<file path="src/rtl/chseq_pkg.sv">
// Shared types for channel_sequencer: step-table depth, step record layout, FSM states.
package chseq_pkg;

  localparam int CHSEQ_DEPTH = 16;
  localparam int CHSEQ_AW    = 4;

  typedef struct packed {
    logic [7:0] dur;
    logic [7:0] pitch;
    logic [1:0] rsvd;
    logic [5:0] vol;
  } step_t;

  typedef enum logic [1:0] {
    IDLE  = 2'd0,
    FETCH = 2'd1,
    APPLY = 2'd2,
    HOLD  = 2'd3
  } chseq_state_e;

endpackage

</file>
<file path="src/rtl/channel_sequencer_if.sv">
// Step-table write port bundle; the sequencer is the slave side.
interface channel_sequencer_if;
  import chseq_pkg::*;

  logic                wr_en;
  logic [CHSEQ_AW-1:0] wr_addr;
  logic [23:0]         wr_data;
  logic                wr_ready;

  modport master (output wr_en, wr_addr, wr_data, input  wr_ready);
  modport slave  (input  wr_en, wr_addr, wr_data, output wr_ready);
endinterface

</file>
<file path="src/rtl/chseq_step_ram.sv">
// 16x24 step table: one write port, one registered read port (1-cycle latency).
module chseq_step_ram
  import chseq_pkg::*;
(
  input  logic                clk_50mhz,
  input  logic                we,
  input  logic [CHSEQ_AW-1:0] waddr,
  input  step_t               wdata,
  input  logic                re,
  input  logic [CHSEQ_AW-1:0] raddr,
  output step_t               rdata
);

  step_t mem [CHSEQ_DEPTH];

  // Contents and read register are deliberately not reset.
  always_ff @(posedge clk_50mhz) begin
    if (we) mem[waddr] <= wdata;
    if (re) rdata <= mem[raddr];
  end

endmodule

</file>
<file path="src/rtl/channel_sequencer.sv">
// Step-table driven channel sequencer: plays steps on 8 kHz ticks into a register image.
// Build option: define CHSEQ_LOOP_EN to allow restarting the pattern when loop_en is high.
module channel_sequencer
  import chseq_pkg::*;
(
  input  logic                clk_50mhz,
  input  logic                reset_n,
  input  logic                tick,
  input  logic                start,
  input  logic                stop,
  input  logic                loop_en,
  channel_sequencer_if.slave  wr,
  input  logic [7:0]          cfg_reg_1,
  input  logic [7:0]          cfg_reg_2,
  input  logic [7:0]          cfg_reg_4,
  output logic [7:0]          reg_0,
  output logic [7:0]          reg_1,
  output logic [7:0]          reg_2,
  output logic [7:0]          reg_3,
  output logic [7:0]          reg_4,
  output logic                busy,
  output logic [CHSEQ_AW-1:0] step_idx,
  output logic                done
);

  chseq_state_e state;
  logic [7:0]   tick_cnt;
  step_t        rd_step;
  logic         last_tick;
  logic         pat_end;
  logic         loop_go;
  logic         unused_rsvd;

  assign busy        = (state != IDLE);
  assign wr.wr_ready = ~busy;
  assign unused_rsvd = ^rd_step.rsvd;

`ifdef CHSEQ_LOOP_EN
  assign loop_go = loop_en;
`else
  logic unused_loop_en;
  assign unused_loop_en = loop_en;
  assign loop_go        = 1'b0;
`endif

  chseq_step_ram u_ram (
    .clk_50mhz (clk_50mhz),
    .we        (wr.wr_en & ~busy),
    .waddr     (wr.wr_addr),
    .wdata     (step_t'(wr.wr_data)),
    .re        (state == FETCH),
    .raddr     (step_idx),
    .rdata     (rd_step)
  );

  // rd_step stays stable through HOLD: reads only happen in FETCH and writes are blocked while busy.
  assign last_tick = tick && ((tick_cnt + 8'd1) == rd_step.dur);
  assign pat_end   = ((state == APPLY) && (rd_step.dur == 8'd0)) ||
                     ((state == HOLD) && last_tick && (step_idx == {CHSEQ_AW{1'b1}}));

  always_ff @(posedge clk_50mhz or negedge reset_n) begin
    if (!reset_n) begin
      state    <= IDLE;
      reg_0    <= 8'h00;
      reg_1    <= 8'h00;
      reg_2    <= 8'h00;
      reg_3    <= 8'h00;
      reg_4    <= 8'h00;
      step_idx <= '0;
      tick_cnt <= 8'h00;
      done     <= 1'b0;
    end else begin
      done <= 1'b0;
      if (stop && busy) begin
        reg_0[5:0] <= 6'd0;
        state      <= IDLE;
      end else if (pat_end) begin
        if (loop_go) begin
          step_idx <= '0;
          state    <= FETCH;
        end else begin
          reg_0[5:0] <= 6'd0;
          done       <= 1'b1;
          state      <= IDLE;
        end
      end else begin
        case (state)
          IDLE: if (start && !stop) begin
            reg_1    <= cfg_reg_1;
            reg_2    <= cfg_reg_2;
            reg_4    <= cfg_reg_4;
            step_idx <= '0;
            state    <= FETCH;
          end
          FETCH: state <= APPLY;
          APPLY: begin
            reg_3      <= rd_step.pitch;
            reg_0[5:0] <= rd_step.vol;
            reg_0[6]   <= ~reg_0[6];
            tick_cnt   <= 8'h00;
            state      <= HOLD;
          end
          HOLD: begin
            if (last_tick) begin
              step_idx <= step_idx + 1'b1;
              state    <= FETCH;
            end else if (tick) begin
              tick_cnt <= tick_cnt + 8'd1;
            end
          end
          default: state <= IDLE;
        endcase
      end
    end
  end

endmodule
</file>
<file path="src/flat_wrapper.sv">
// flat-port wrapper written by rule: the top's interface ports become plain ports
module channel_sequencer_flat import chseq_pkg::*;
  (clk_50mhz, reset_n, tick, start, stop, loop_en, cfg_reg_1, cfg_reg_2, cfg_reg_4, reg_0, reg_1, reg_2, reg_3, reg_4, busy, step_idx, done, wr_wr_en, wr_wr_addr, wr_wr_data, wr_wr_ready);
  channel_sequencer_if wr_i ();
  input  logic clk_50mhz;
  input  logic reset_n;
  input  logic tick;
  input  logic start;
  input  logic stop;
  input  logic loop_en;
  input  logic [7:0] cfg_reg_1;
  input  logic [7:0] cfg_reg_2;
  input  logic [7:0] cfg_reg_4;
  output logic [7:0] reg_0;
  output logic [7:0] reg_1;
  output logic [7:0] reg_2;
  output logic [7:0] reg_3;
  output logic [7:0] reg_4;
  output logic busy;
  output logic [CHSEQ_AW-1:0] step_idx;
  output logic done;
  input wire logic [$bits(wr_i.wr_en)-1:0] wr_wr_en;
  input wire logic [$bits(wr_i.wr_addr)-1:0] wr_wr_addr;
  input wire logic [$bits(wr_i.wr_data)-1:0] wr_wr_data;
  output wire logic [$bits(wr_i.wr_ready)-1:0] wr_wr_ready;
  assign wr_i.wr_en = wr_wr_en;
  assign wr_i.wr_addr = wr_wr_addr;
  assign wr_i.wr_data = wr_wr_data;
  assign wr_wr_ready = wr_i.wr_ready;
  channel_sequencer u_core (.clk_50mhz(clk_50mhz), .reset_n(reset_n), .tick(tick), .start(start), .stop(stop), .loop_en(loop_en), .wr(wr_i), .cfg_reg_1(cfg_reg_1), .cfg_reg_2(cfg_reg_2), .cfg_reg_4(cfg_reg_4), .reg_0(reg_0), .reg_1(reg_1), .reg_2(reg_2), .reg_3(reg_3), .reg_4(reg_4), .busy(busy), .step_idx(step_idx), .done(done));
endmodule
</file>
<file path="config.mk">
export PLATFORM = sky130hd
export DESIGN_NAME = channel_sequencer_flat
export DESIGN_NICKNAME = d
export VERILOG_FILES = /design/src/rtl/chseq_pkg.sv /design/src/rtl/channel_sequencer_if.sv /design/src/rtl/chseq_step_ram.sv /design/src/rtl/channel_sequencer.sv /design/src/flat_wrapper.sv
export SDC_FILE = /design/constraint.sdc
export NUM_CORES = 1
export LEC_CHECK = 0
export ABC_AREA = 0
export CAP_MARGIN = 20
export CORE_UTILIZATION = 45
export CTS_CLUSTER_DIAMETER = 150
export CTS_CLUSTER_SIZE = 20
export DETAILED_ROUTE_END_ITERATION = 8
export PLACE_DENSITY = 0.72
export SLEW_MARGIN = 20
export SYNTH_ARGS = -nofsm -noshare
export SYNTH_HDL_FRONTEND = slang
export SYNTH_SLANG_ARGS = --single-unit
</file>
<file path="constraint.sdc">
create_clock -name clk_50mhz -period 3.7 [get_ports clk_50mhz]
set_input_delay 0.74 -clock clk_50mhz [delete_from_list [all_inputs] [get_ports clk_50mhz]]
set_output_delay 0.74 -clock clk_50mhz [all_outputs]
set_load 0.01 [all_outputs]
</file>
==> summary.txt <==
The synthesis and PnR run went through. Looking at area per cell type in the netlist, the leader is edfxtp_1. The chip area line in the Yosys stat output reads 17,100 um^2. Initial antenna violation count landed at 0. The synthesized netlist handed to floorplanning was reported with a cell count of 941. The cell sitting at the root of the clock tree is a clkbuf_16.

Synthesis inferred 428 register bits. In this run the critical register-to-register path is captured at u_core.reg_2[7]. Across all register-to-register paths, the minimum setup slack is 920 ps. Antenna violation net count after detailed routing landed at 0. Cell resize tally after clock tree synthesis landed at 0.

On the critical path the data arrives at 2210 ps. The repair_antennas step left the layout with diodes totalling 0. The initial utilization of the core area, before any placement, comes to 46.2%. Via count normalized by instance count landed at 5.69.

In the final design database the tool counted 1,134 nets. The congestion estimate from routability-driven global placement came to 0.826. STA classifies the critical path startpoint as a register. For reference, the post-synthesis area per instance comes to 18.1 um^2. Via count of the first global-routing pass landed at 9,003.

Maximum fanout count along the critical path landed at 6. Synthesis-to-finish area growth landed at 15.1%. Number of clock sinks seen by CTS landed at 428.

Number of remaining DRC errors landed at 0. Ranked by total cell area, the synthesized netlist is headed by edfxtp_1, dfrtp_1, mux4_2, mux2i_1, a221oi_1. According to the timing report, the critical path is launched from u_core.state[0].

Subtracting the final worst setup slack from the clock period gives 2950 ps. The clock passes through at most 3 buffers. The filler cells instantiated in the layout total 2,931.

Post-route cell area landed at 19,700 um^2. For reference, the top logic cell family by area is multiplexers. Portion of synthesized cell area occupied by the leading cell type landed at 65.8%. The run finished with clean final reports. Number of synthesized flops with an enable pin landed at 374. Cell count listed in synth_stat.txt landed at 941.

Slew at the pin closest to its max-slew limit landed at 825 ps. Area fraction in full adders, half adders and majority gates landed at 0.440%. Mapped cell area landed at 17,100 um^2. Total tool warning count landed at 32.
worst max path at each step:
stage / to / slack [ps] / cells after the start
finish: busy / 750 / 4
global placement: u_core.reg_1[4] / 800 / 8
global route: busy / 630 / 4
CTS: busy / 750 / 4
floorplan: u_core.u_ram.mem[0][0] / 480 / 5
detailed placement: u_core.reg_1[6] / 810 / 8
critical path, stage by stage (launching register included):
cell and delay (ps):
dfrtp_1 450, inv_1 110, ha_1 330, inv_1 200, clkdlybuf4s50_1 570
state kept, by name, summed over array words and instances (netlist names):
register / cells
u_core.reg_4: 8
u_core.tick_cnt: 8
u_core.reg_3: 8
u_core.u_ram.rdata: 22
u_core.reg_2: 8
u_core.reg_1: 8
u_core.reg_0: 7
u_core.state: 2
u_core.u_ram.mem: 352
u_core.done: 1
u_core.step_idx: 4
cell usage in the layout (no fill, tap or decap), types with 5 or more instances in the layout:
master           Yosys  final
mux2i_1             91     91
mux2_4              20     20
mux4_2              44     44
nand2_1             48     48
nand3_1             12     12
nor3_2               2      6
o21ai_0             30     30
nor2_2               0     12
clkbuf_1            26     19
a221oi_1            44     44
nor2_1              18      6
clkbuf_16            0     25
a22oi_1             22     22
a21oi_1             11     11
xor2_1               6      6
dfrtp_1             54     52
nand4_1              6      6
or3_1                6      6
edfxtp_1           374    374
mux2_2              13     13
inv_1               14     14
buf_4                1     46
clkdlybuf4s50_1      0    100
ha_1                 6      5
where the power goes:
part	internal [mW]	leakage (nW)	switching, mW
Clock	1.29	0.337	1.49
Combinational	1.26	2.04	1.33
Sequential	5.74	4.05	0.256
Total	8.29	6.43	3.08
metrics by stage:
step	utilization, %	hold slack [ps]	cells	setup slack (ps)	total power, mW
5_1_grt	53.2	333	1591	628	11.9
2_1_floorplan	-	444	941	479	7.60
3_3_place_gp	51.2	458	1546	805	8.64
4_1_cts	53.2	296	1591	751	11.5
3_5_place_dp	51.2	466	1546	806	8.71
6_report	53.2	273	1591	752	11.4
Yosys cell counts, types with 14 or more instances:
cell,n
inv_1,14
o21ai_0,30
dfrtp_1,54
a22oi_1,22
nor2_1,18
edfxtp_1,374
a221oi_1,44
nand2_1,48
mux2i_1,91
mux2_4,20
mux4_2,44
clkbuf_1,26
area by class of cell:
| type | instances | area [um^2] | share of cell area, % |
|---|---|---|---|
| repair buffers | 149 | 1390 | 7.08 |
| clock buffers | 44 | 697 | 3.55 |
| well taps | 504 | 631 | 3.21 |
| multi-input cells | 451 | 4280 | 21.8 |
| flip-flops and latches | 428 | 12600 | 64.0 |
| clock inverters | 1 | 16.3 | 0.0827 |
| inverters | 14 | 52.6 | 0.267 |
cells by family (layout without fill, tap and decap cells):
family,count (synthesis),in the layout
DFF,428,428
muxes,168,168
AOI/OAI and AO/OA,137,137
and+or+nand+nor,129,129
buffers and inverters,62,208
xor gates and xnor gates,10,10
adders and majority gates,6,6
other,1,1
metal layers:
layer,vias to the layer above,GRT usage (%),part of all wire (%)
met5,-,0,0
met2,341,30.4,47
met3,36,3.13,7.4
met4,0,4.57,1.7
li1,4053,-,-
met1,4630,27.1,44
Supply network:
The bar under the picture is 50 um long. Pins as bars on the die edge. Tap cells in grey.
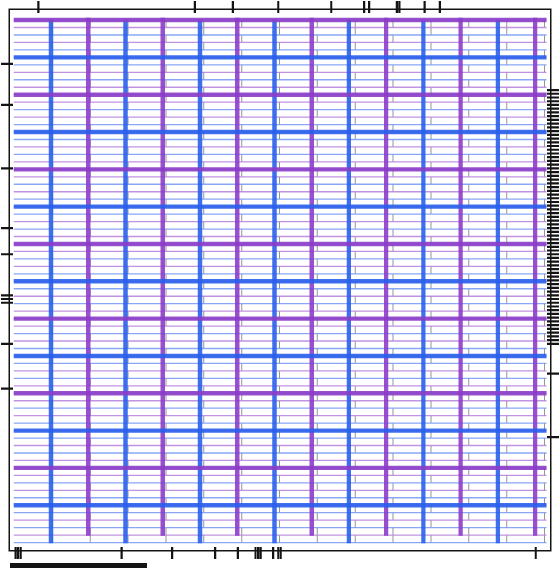
VDD: drawn in purple. VSS: drawn in blue.
71 met1 rails follow the rows. 14 straps on met4. 106 signal pins sit on the boundary. The core has 70 rows. 14 straps on met5.
worst vdd rail ir drop: 0.303 mV
area of the core: 37,000 um^2
die width: 197 um
die boundary height: 197 um

Cell classes on the final placement:
The bar under the picture is 50 um long.
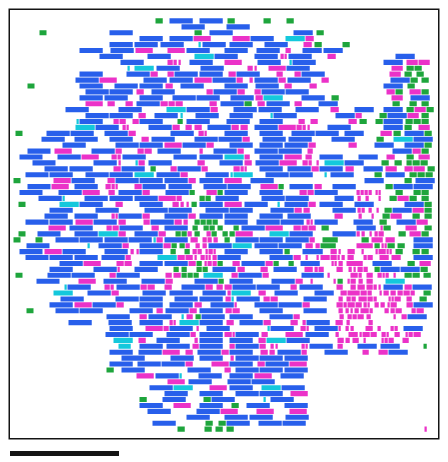
clock drivers and dummy loads: drawn in cyan, cells 45. remaining buffers and delay cells: drawn in green, cells 149. registers: drawn in blue, cells 428. remaining logic cells: drawn in magenta, cells 465.
FP Rows: 70
sequential share of cell area: 64.0%

Clock distribution:
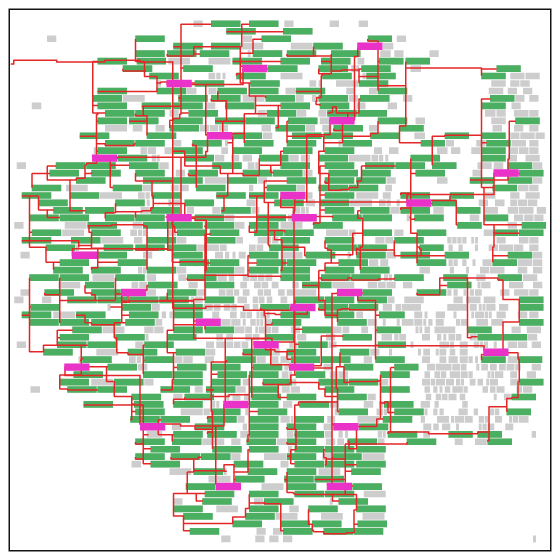
clock-net drivers: drawn in magenta, count 25. flip-flops: drawn in green, count 428. clock wires: drawn in red, length 4,460 um.
Position of the flops: widely spread. There are 26 routed clock nets.
clock network power: 2.78 mW
clock share of power: 24.4%

Routed metal, one colour a layer:
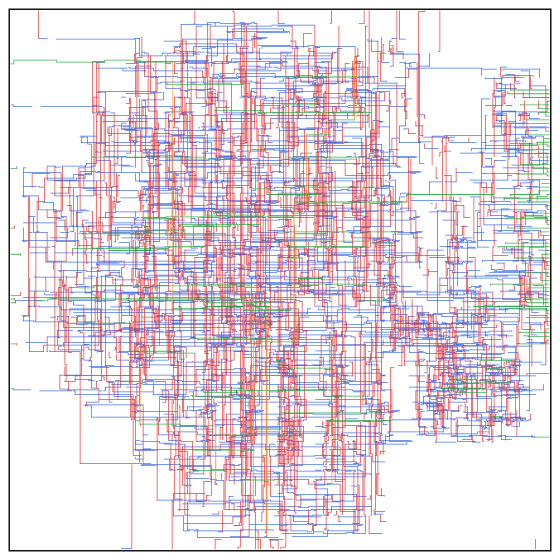
M3: drawn in green, wire length 2,690 um. M1: drawn in blue, wire length 15,900 um. M4: drawn in orange, wire length 628 um. M2: drawn in red, wire length 17,200 um.
GRT Resource Usage Total: 18.9%
WL/cell: 22.9 um
drt total wl: 36.5 mm
detailed-route via count: 9,060

Congestion heat map:
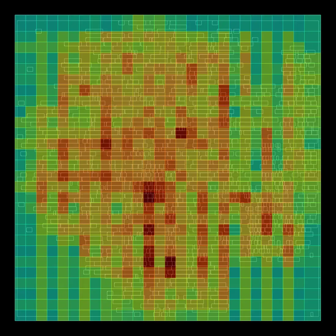
routing usage on met1: 27.1%
fin util: 53.2%
global routing's busiest layer: met2
met2 demand-to-capacity share in global routing: 30.4%
met3 layer usage reported by global route: 3.13%

Power and IR drop assume default switching activity.
